File: config.mk
export PLATFORM = sky130hd
export DESIGN_NAME = led_blink_driver
export DESIGN_NICKNAME = d
export VERILOG_FILES = /design/src/rtl/led_blink_driver_pkg.sv /design/src/rtl/led_blink_driver_cycle_timer.sv /design/src/rtl/led_blink_driver.sv
export SDC_FILE = /design/constraint.sdc
export NUM_CORES = 1
export LEC_CHECK = 0
export ABC_AREA = 1
export CAP_MARGIN = 0
export CORE_ASPECT_RATIO = 0.8
export CORE_MARGIN = 5
export CORE_UTILIZATION = 40
export CTS_CLUSTER_DIAMETER = 40
export DETAILED_ROUTE_END_ITERATION = 10
export PLACE_DENSITY = 0.53
export SLEW_MARGIN = 5
export SYNTH_ARGS = -nofsm -noshare
export SYNTH_HDL_FRONTEND = slang
export SYNTH_SLANG_ARGS = --single-unit
File: constraint.sdc
create_clock -name clk -period 3.3 [get_ports clk]
set_clock_uncertainty 0.2 [all_clocks]
set_input_delay 0.66 -clock clk [delete_from_list [all_inputs] [get_ports clk]]
set_output_delay 0.66 -clock clk [all_outputs]
set_load 0.01 [all_outputs]
File: src/rtl/led_blink_driver_pkg.sv
// Shared definitions for the LED blink driver: FSM state encodings.
package led_blink_driver_pkg;

  typedef enum logic [1:0] {
    LBD_IDLE = 2'd0,
    LBD_ON   = 2'd1,
    LBD_GAP  = 2'd2
  } lbd_state_e;

endpackage : led_blink_driver_pkg

File: src/rtl/led_blink_driver_cycle_timer.sv
// Loadable down-counter with a registered done flag (count == 0).
module cycle_timer #(
  parameter int unsigned TMR_W = 16
) (
  input  logic             clk,
  input  logic             rst,
  input  logic             load,
  input  logic [TMR_W-1:0] load_value,
  input  logic             en,
  output logic             done
);

  logic [TMR_W-1:0] count;

  // Counter holds at zero; done tracks the value count takes after each edge.
  always_ff @(posedge clk or posedge rst) begin
    if (rst) begin
      count <= '0;
      done  <= 1'b1;
    end else if (load) begin
      count <= load_value;
      done  <= (load_value == '0);
    end else if (en && (count != '0)) begin
      count <= count - TMR_W'(1);
      done  <= (count == TMR_W'(1));
    end
  end

endmodule : cycle_timer

File: src/rtl/led_blink_driver.sv
// Turns one-cycle event pulses into fixed ON/GAP LED blinks, queueing
// events that arrive mid-blink in a saturating pending counter.
module led_blink_driver
  import led_blink_driver_pkg::*;
#(
  parameter int unsigned ON_CYCLES  = 16,
  parameter int unsigned OFF_CYCLES = 8,
  parameter int unsigned PEND_W     = 4,
  parameter int unsigned TMR_W      = 16
) (
  input  logic              clk,
  input  logic              rst,
  input  logic              event_pulse,
  output logic              led_out,
  output logic              busy,
  output logic [PEND_W-1:0] pending_count,
  output logic              overflow
);

  localparam logic [PEND_W-1:0] PEND_MAX = {PEND_W{1'b1}};
  localparam logic [TMR_W-1:0]  ON_LOAD  = TMR_W'(ON_CYCLES - 1);
  localparam logic [TMR_W-1:0]  OFF_LOAD = TMR_W'(OFF_CYCLES - 1);

  lbd_state_e        state, state_nxt;
  logic [PEND_W-1:0] pend_nxt;
  logic              ovf_nxt;
  logic              tmr_load, tmr_en, tmr_done;
  logic [TMR_W-1:0]  tmr_val;
  logic              enq, deq;

  cycle_timer #(.TMR_W(TMR_W)) u_timer (
    .clk        (clk),
    .rst        (rst),
    .load       (tmr_load),
    .load_value (tmr_val),
    .en         (tmr_en),
    .done       (tmr_done)
  );

  // Next state, timer control and queue update.
  always_comb begin
    state_nxt = state;
    pend_nxt  = pending_count;
    ovf_nxt   = overflow;
    tmr_load  = 1'b0;
    tmr_val   = ON_LOAD;
    tmr_en    = 1'b0;
    enq       = 1'b0;
    deq       = 1'b0;
    case (state)
      LBD_IDLE: begin
        if (event_pulse) begin
          state_nxt = LBD_ON;
          tmr_load  = 1'b1;
        end
      end
      LBD_ON: begin
        enq = event_pulse;
        if (tmr_done) begin
          state_nxt = LBD_GAP;
          tmr_load  = 1'b1;
          tmr_val   = OFF_LOAD;
        end else begin
          tmr_en = 1'b1;
        end
      end
      LBD_GAP: begin
        if (tmr_done) begin
          // Queued work wins; a fresh pulse with an empty queue is consumed directly.
          if (pending_count != '0) begin
            deq       = 1'b1;
            enq       = event_pulse;
            state_nxt = LBD_ON;
            tmr_load  = 1'b1;
          end else if (event_pulse) begin
            state_nxt = LBD_ON;
            tmr_load  = 1'b1;
          end else begin
            state_nxt = LBD_IDLE;
          end
        end else begin
          enq    = event_pulse;
          tmr_en = 1'b1;
        end
      end
      default: state_nxt = LBD_IDLE;
    endcase

    if (enq && !deq) begin
      if (pending_count == PEND_MAX) ovf_nxt = 1'b1;
      else                           pend_nxt = pending_count + PEND_W'(1);
    end else if (deq && !enq) begin
      pend_nxt = pending_count - PEND_W'(1);
    end
  end

  always_ff @(posedge clk or posedge rst) begin
    if (rst) begin
      state         <= LBD_IDLE;
      led_out       <= 1'b0;
      busy          <= 1'b0;
      pending_count <= '0;
      overflow      <= 1'b0;
    end else begin
      state         <= state_nxt;
      led_out       <= (state_nxt == LBD_ON);
      busy          <= (state_nxt != LBD_IDLE);
      pending_count <= pend_nxt;
      overflow      <= ovf_nxt;
    end
  end

endmodule : led_blink_driver
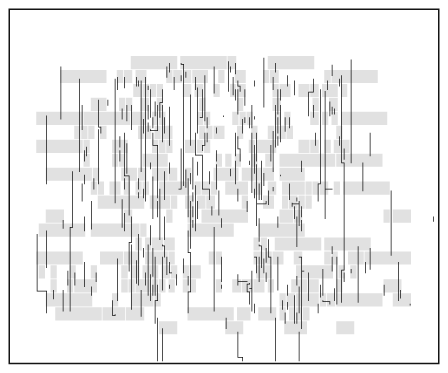
**Above:** M2 wires.
The wires run mostly vertical. The layer carries 1270 µm of wire.
via total after detailed routing: 1358
Total Routed Length: 3370 µm
met2 track demand over resource: 20.8%

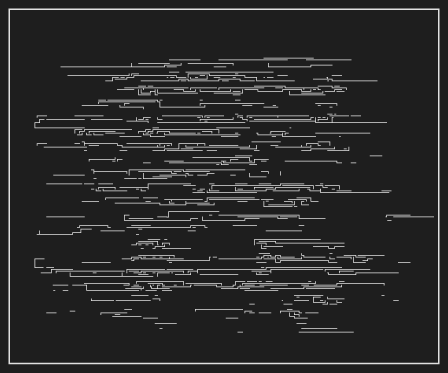
**Above:** met1 routing.
The layer holds 59% of the routed length. The wires run mostly horizontal. 232 nets have wire on it. The longest straight run is 20.2 µm.
met1 Usage GRT: 19.8%

==> Implementation_results.wiki <==
=== Synthesis and place and route ===
{| class="wikitable"
! Metric !! Value
|-
| Net count entering floorplan || between 200 and 250
|-
| Worst slew margin relative to its limit || between 60% and 70%
|-
| Crit path kind || in -> reg
|-
| Residual DRC || 0
|-
| Switching share of power || between 40% and 50%
|-
| Top library cells by usage in the layout, fill and taps aside || nand2_1 (65), inv_1 (29), nor2_1 (25), dfrtp_1 (25), nand3_1 (22)
|-
| Maximum resistive drop on vdd || just under 300 µV
|-
| Height of the die || 68.7 µm
|-
| Most used cell, CP || nand2_1
|-
| Worst min-delay path class || reg -> reg
|-
| Most frequent standard cell in the layout excluding fill and tap cells || nand2_1
|-
| Final HPWL DP || around 2600 µm
|-
| Critical path buffer and inverter count || 4
|-
| Dominant synthesized flop cell || dfrtp_1
|-
| Portion of the post-synthesis area used by sequential elements || between 30% and 40%
|-
| Hold Path Cell Cnt || 1
|-
| Nets || 255
|-
| Postcts setup bufs || 0
|-
| Number of hold violations in the final report || 0
|-
| Arrival time at the worst endpoint || approximately 2.6 ns
|-
| Maximum number of pins on one net before global-route repair || 20
|-
| Switching power || just under 0.0007 W
|-
| Worst Path Required || around 3.3 ns
|-
| Family with the most delay on the worst path || buffers and inverters
|-
| Std cell rows || 21
|-
| Iteration-0 DRC Markers || slightly below 80
|-
| CP cell instances || clkdlybuf4s50_1, nand2_1, inv_1, nand3_1, ha_1, nand2_1, inv_1, a21oi_1, inv_1, nand2_1, nand3_1, nand2_1, nand2_1
|-
| Clock H-tree levels || 1
|-
| Run status || finished clean
|-
| Antenna violations before repair || 0
|-
| Post-DP Area || between 1500 and 2000 µm²
|-
| Total overflow reported by the global router || 0
|-
| Clock slew at the register clock pins of the worst setup and hold paths || 0.10 ns
|-
| Flops after synth || 26
|-
| Layout cell share with drive strength beyond 1 || 11.2%
|}
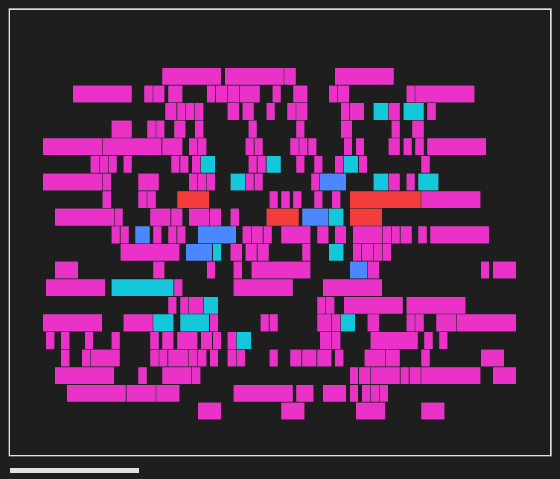
**Above:** drive-strength map.
Scale bar: 20 µm.
Cyan shows _2 cells, cells 17, share 7.0%, most used nand2_2. Magenta shows _0 and _1 cells, cells 215, share 89%, most used nand2_1. Blue shows _3 and _4 cells, cells 6, share 2.5%, most used nand2_4. Red shows _6 and larger, cells 4, share 1.7%, most used clkbuf_8.
growth of design area from synthesis to finish: 12.6%
buffer count excluding the clock tree in the final layout: 10
final design instance area without fill: 1940 µm²
final setup margin: 0.711 ns

registers in the layout (all words and copies together), names as in the netlist:
signal / count
busy: 1
led_out: 1
overflow: 1
pending_count: 4
state: 2
u_timer.count: 16
u_timer.done: 1
metal layers:
layer	routed length, µm	global-route usage, %
met2	1270	20.8
met3	90	3.33
met4	19	1.84
met5	0	0
met1	1980	19.8
Yosys cell counts (2+ instances only):
cell type	count	area [µm²]
a21oi_1	5	25.0
o21ai_1	6	30.0
nor2_1	25	93.8
nand3_1	22	110
nand4_1	8	50.1
dfrtp_1	25	626
nor2_2	5	31.3
a21oi_2	3	26.3
xor2_1	7	61.3
nand2_4	2	22.5
nand2_2	6	37.5
inv_1	29	109
ha_1	8	100
nand2_1	65	244
buf_6	2	22.5
cell type report:
type	count	area (µm²)
well taps	57	71.3
inverters	31	119
clock inverters	1	30.0
repair buffers	10	97.6
clock buffers	3	41.3
flip-flops and latches	26	652
fillers	423	2240
multi-input cells	171	931
power groups by stage:
| stage | Sequential [W] | Clock [W] | Combinational [W] |
|---|---|---|---|
| after global routing | 0.000515 | 0.000295 | 0.000936 |
| after detailed placement | 0.000504 | 0 | 0.000814 |
| after global placement | 0.000507 | 0 | 0.000821 |
| after floorplan | 0.000505 | 0 | 0.000617 |
| after CTS | 0.000498 | 0.000281 | 0.000820 |
| final | 0.000496 | 0.000268 | 0.000807 |
kinds of logic (layout without fill, tap and decap cells):
kind of cell,count (synthesis),after routing,share of synthesized area (%)
AND/OR/NAND/NOR,135,135,35.6
buffers and inverters,33,45,8.20
AND-OR/OR-AND,19,19,7.40
XOR/XNOR,8,8,4.06
flip-flops,26,26,37.8
adder cells (fa/ha/maj),9,9,6.97
worst paths after layout:
path                                 startpoint                             to  slack (ns)
setup / recovery                    event_pulse   pending_count[3]$_DFFE_PP0P_        0.71
max in group asynchronous                   rst       u_timer.done$_DFFE_PP1P_        1.79
hold / removal             overflow$_DFFE_PP0P_           overflow$_DFFE_PP0P_        0.29
setup reg to reg             state[0]$_DFF_PP0_   pending_count[3]$_DFFE_PP0P_        0.80
hold reg to reg            overflow$_DFFE_PP0P_           overflow$_DFFE_PP0P_        0.29
min in group asynchronous                   rst  u_timer.count[14]$_DFFE_PP0P_        0.48
stage by stage:
stage	utilization, %	instances	hold WS, ns	setup WS (ns)
final	46.5	299	0.286	0.711
after detailed placement	44.8	295	0.266	0.427
after global routing	46.5	299	0.316	0.536
after CTS	46.5	299	0.291	0.719
after floorplan	-	230	0.257	1.06
after global placement	44.8	295	0.268	0.482
No activity file was given, so power comes from the tool's default toggle rates.
